gates.png
Scale: 1.5 px per um.
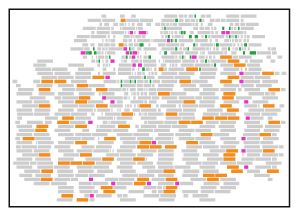
layers.png
Scale: 1.5 px per um.
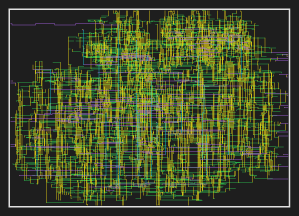
clock_wires.png
Scale: 2 px per um.
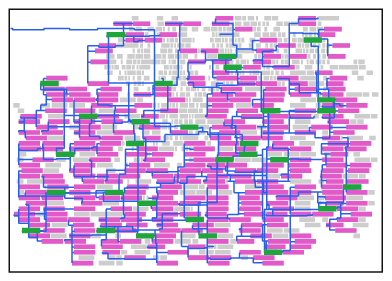
==> config.mk <==
export PLATFORM = sky130hd
export DESIGN_NAME = audio_play_ctrl
export DESIGN_NICKNAME = d
export VERILOG_FILES = /design/src/rtl/audio_ctrl_pkg.sv /design/src/rtl/sample_fifo.sv /design/src/rtl/audio_play_ctrl.sv
export SDC_FILE = /design/constraint.sdc
export NUM_CORES = 1
export LEC_CHECK = 0
export CORE_ASPECT_RATIO = 0.7
export CORE_UTILIZATION = 55
export DETAILED_ROUTE_END_ITERATION = 10
export GPL_TIMING_DRIVEN = 0
export PLACE_DENSITY = 0.81
export SLEW_MARGIN = 15
export SYNTH_ARGS = -nofsm -noshare
export SYNTH_HDL_FRONTEND = slang
export SYNTH_SLANG_ARGS = --single-unit
export TNS_END_PERCENT = 10
==> constraint.sdc <==
create_clock -name clkin_50 -period 3.79 [get_ports clkin_50]
set_input_delay 0.758 -clock clkin_50 [delete_from_list [all_inputs] [get_ports clkin_50]]
set_output_delay 0.758 -clock clkin_50 [all_outputs]
set_load 0.02 [all_outputs]
==> qor_table.md <==
| Stage | Metric | Reported |
| --- | --- | --- |
| setup path | Cell depth of the worst flop-to-flop path | 10 |
| cts | Number of hold-repair buffers added at the cts stage | 0 |
| setup path | Data required, critical path | 4.20 ns |
| layout | Combinational Gates | 337 |
| placement | HPWL Detailed | 19400 um |
| drt | Antenna Violating Nets Remaining | 0 |
| layout | Largest register FFs | 256 |
| synthesis | Per-instance average area after synthesis | 18.4 um2 |
| timing | Final setup violation count | 0 |
| timing | Hold Fails Final Rpt | 0 |
| timing | Relative slew margins | 26.2% |
| cts | TritonCTS clock tree | yes |
| timing | Setup repair after global routing missed its margin | false |
| timing | Final worst path period need | 3.51 ns |
| global routing | Number of antenna violations at the first check in global routing | 0 |
| layout | Number of signal-net buffers in the layout | 115 |
| synthesis | Number of enable flip-flop cells | 256 |
| synthesis | Unique masters post-synth | 62 |
| die | Tap cells | 312 |
| layout | Layout cells sized above 1 | 21.2% |
| synthesis | Number of instances in the synthesized netlist | 705 |
| placement | Pre-CTS worst setup slack | 0.0190 ns |
| setup path | Startpoint types | register |
| synthesis | Dominant register cell | edfxtp_1 |
| die | Floorplan die area | 0.0243 mm2 |
| die | Number of standard-cell rows in the floorplan | 46 |
| global routing | Pin count of the biggest net entering global routing | 49 |
| setup path | Setup CP Type | reg -> reg |
| synthesis | Cell area after synthesis | 0.0130 mm2 |
| timing | Number of max-slew violations in the final report | 0 |
| layout | Final Cell Area | 0.0153 mm2 |
| layout | Clock-cell share of area | 6.57% |
| placement | Number of I/O port buffers | 69 |
| drt | Number of DRC markers after the initial detailed-route iteration | 762 |
| synthesis | Registers, synthesis | 318 |
| status | Status | finished clean |
| timing | Post-layout period usage of the worst path | 92.7% |
| setup path | Library cell appearing most often on the critical path | nor2_1 |
| layout | Tally of filler cells in the layout | 1509 |
| synthesis | Area of the synthesized netlist per yosys stat | 0.0130 mm2 |
| die | Count of boundary I/O pins | 72 |
| power | Cell leakage power | 0.00507 uW |
| layout | Sequential portion of the cell area | 60.6% |
| layout | Non-clock inverters | 13 |
| setup path | Crit-path slowest cell | nor4_1 |
| cts | Clock root buffer | clkbuf_16 |
| flow run | Max-Cap Viols | 0 |
| global routing | Congestion Overflow GR | 0 |
| layout | Number of nets in the layout | 846 |
| cts | Setup bufs post-CTS | 0 |
| setup path | Worst-path maximum fanout | 10 |
| die | Height of the die | 131 um |
| synthesis | Seq/Total Area, Yosys | 71.1% |
| placement | Post-Place Cell Area | 0.0143 mm2 |
| layout | Area delta synth->final | 17.3% |
| layout | Comb area | 0.00351 mm2 |
| setup path | Buffers and inverters on the worst path | 1 |
| timing | Max Clk Rate | 285 MHz |
| cts | Buffer depth of the longest clock path | 3 |
| layout | Sequential cell area in the final layout | 0.00924 mm2 |
| setup path | Data arrival time of the critical path | 3.92 ns |
| global routing | Vias in the first global route | 7526 |
| layout | Fraction of area in non-clock buffers | 6.91% |
| synthesis | Top area cells in the synthesized netlist | edfxtp_1, mux4_2, dfrtp_1, a22o_1, a21oi_1 |
| setup path | Critical path endpoint category | register |
| drt | DR vias/cell | 6.52 |
| synthesis | Cells in synth_stat.txt | 705 |
| synthesis | Cell type with the largest total area | edfxtp_1 |
| setup path | Register-to-register path setup slack | 0.28 ns |
| timing | Final setup TNS | 0 ns |
| layout | Largest cell class by area | registers |
| synthesis | Post-synth net total | 737 |
| placement | Weighted congestion at the end of routability-driven global placement | 0.884 |
| setup path | Family with the most delay on the worst path | simple AND/OR/NAND/NOR gates |
| cts | H-tree depth | 1 |
| setup path | Series of cell instances along the critical path | buf_2, nor4_1, a21oi_1, nor2_1, xor2_1, ha_1, nor2_1, o41ai_4, a2111oi_2, o211ai_1 |
| setup path | Total stage count of the critical path | 10 |
| cts | Sinks on Clock Net | 318 |
| power | Cell area power density | 618 mW/mm2 |
| die | Core region area | 0.0229 mm2 |
| synthesis | Tally of yosys warning messages | 0 |
| setup path | Highest cell delay on the worst timing path | 0.68 ns |
| cts | CTS resizes | 0 |
## Picture notes: gates.png
| family | colour | cells |
|---|---|---|
| non-inverting ao/oa cells | magenta | 31 |
| nand cells | green | 50 |
| mux cells | orange | 83 |
count of non-filler cells in the finished layout: 1148
most common cell after layout, fill and taps aside: edfxtp_1
multi-input gate share of the layout cell area: 23.0%

## Picture notes: layers.png
| layer | colour | wire length |
|---|---|---|
| M2 | yellow | 14600 um |
| M3 | purple | 2550 um |
| M1 | green | 12500 um |
| M4 | cyan | 680 um |
final routed wirelength across all metal layers: 30400 um
Routed WL per cell: 26.5 um
GR Util All Layers: 26.0%
via count of the routed design: 7483

## Picture notes: clock_wires.png
[flip-flops] magenta | count: 318
[clock wires] blue | length: 3410 um
[clock-net drivers] green | count: 29
routed clock nets: 30
clock group power: 3060 uW
setup skew after layout: 0.0136 ns
Clock power frac: 32.5%
worst-skew pair later-pin latency: 0.55 ns

-- worst register-to-register path, stage by stage (launching register included) --
cell       delay (ns)
dfrtp_1          0.36
buf_2            0.17
nor4_1           0.68
a21oi_1          0.45
nor2_1           0.33
xor2_1           0.12
ha_1             0.29
nor2_1           0.30
o41ai_4          0.13
a2111oi_2        0.42
o211ai_1         0.13
-- cell usage in the layout (no fill, tap or decap), types with 4 or more instances in the layout --
master             n
buf_8              8
nand3_1           13
nand4_1            7
buf_2              8
nor3_1             5
o31ai_1            6
nor2_1            23
clkbuf_16         29
or3_1             16
ha_1               8
and3_1             5
nor2_2             8
clkdlybuf4s50_1   69
clkbuf_1          18
bufinv_16          4
dfrtp_1           60
a22o_1            17
a21oi_1           25
xor2_1             6
clkbuf_8           7
nand2_1           25
mux4_2            80
and2_1            10
buf_1              6
o21ai_0           21
edfxtp_1         256
inv_1             12
buf_6              8
nor4_1             6
o21a_1             4
-- synthesized netlist by cell type, types with 2 or more instances --
| master | n |
|---|---|
| a2111oi_0 | 2 |
| a21o_1 | 3 |
| a21oi_1 | 25 |
| a22o_1 | 17 |
| a31oi_1 | 3 |
| a32o_1 | 3 |
| and2_1 | 10 |
| and3_1 | 5 |
| buf_1 | 6 |
| buf_2 | 8 |
| buf_4 | 2 |
| buf_6 | 8 |
| clkbuf_1 | 13 |
| dfrtp_1 | 60 |
| dfstp_2 | 2 |
| edfxtp_1 | 256 |
| ha_1 | 8 |
| inv_1 | 13 |
| mux2i_1 | 3 |
| mux4_2 | 80 |
| nand2_1 | 25 |
| nand3_1 | 13 |
| nand3b_1 | 2 |
| nand4_1 | 7 |
| nor2_1 | 31 |
| nor2b_1 | 3 |
| nor3_1 | 5 |
| nor4_1 | 6 |
| o21a_1 | 4 |
| o21ai_0 | 21 |
| o31a_1 | 2 |
| o31ai_1 | 6 |
| or3_1 | 16 |
| or4_1 | 2 |
| xnor2_1 | 3 |
| xor2_1 | 6 |
-- through the flow --
stage          util [%]  power, uW  std cells
3_5_place_dp       62.2       6400       1095
3_3_place_gp       61.5       6270       1086
4_1_cts            66.6       9430       1148
5_1_grt            66.6       9730       1148
2_1_floorplan         -       5670        705
6_report           66.6       9420       1148
-- kinds of logic (layout without fill, tap and decap cells) --
logic type | after synthesis | in the layout | share of synthesized area [%]
buf+inv | 50 | 181 | 2.04
xor+xnor | 9 | 9 | 0.606
mux | 83 | 83 | 14.1
fa+ha+maj | 9 | 9 | 0.857
compound gates | 100 | 100 | 5.69
flops | 318 | 318 | 71.1
simple gates | 136 | 136 | 5.63
-- layer usage --
metal  wire length [um]  global-route usage (%)  vias to the layer above
met3               2550                    4.10                       61
met2              14600                    41.7                      435
li1                   -                       -                     3088
met5                  0                       0                        -
met1              12500                    38.2                     3899
met4                679                    6.08                        0
-- report_power, final --
| part | internal [uW] | switching, uW | total [uW] |
|---|---|---|---|
| logic | 1060 | 1200 | 2260 |
| registers | 3970 | 129 | 4100 |
| clock network | 1810 | 1250 | 3060 |
Power figures rest on the tool's default switching activity, not on a simulated workload.
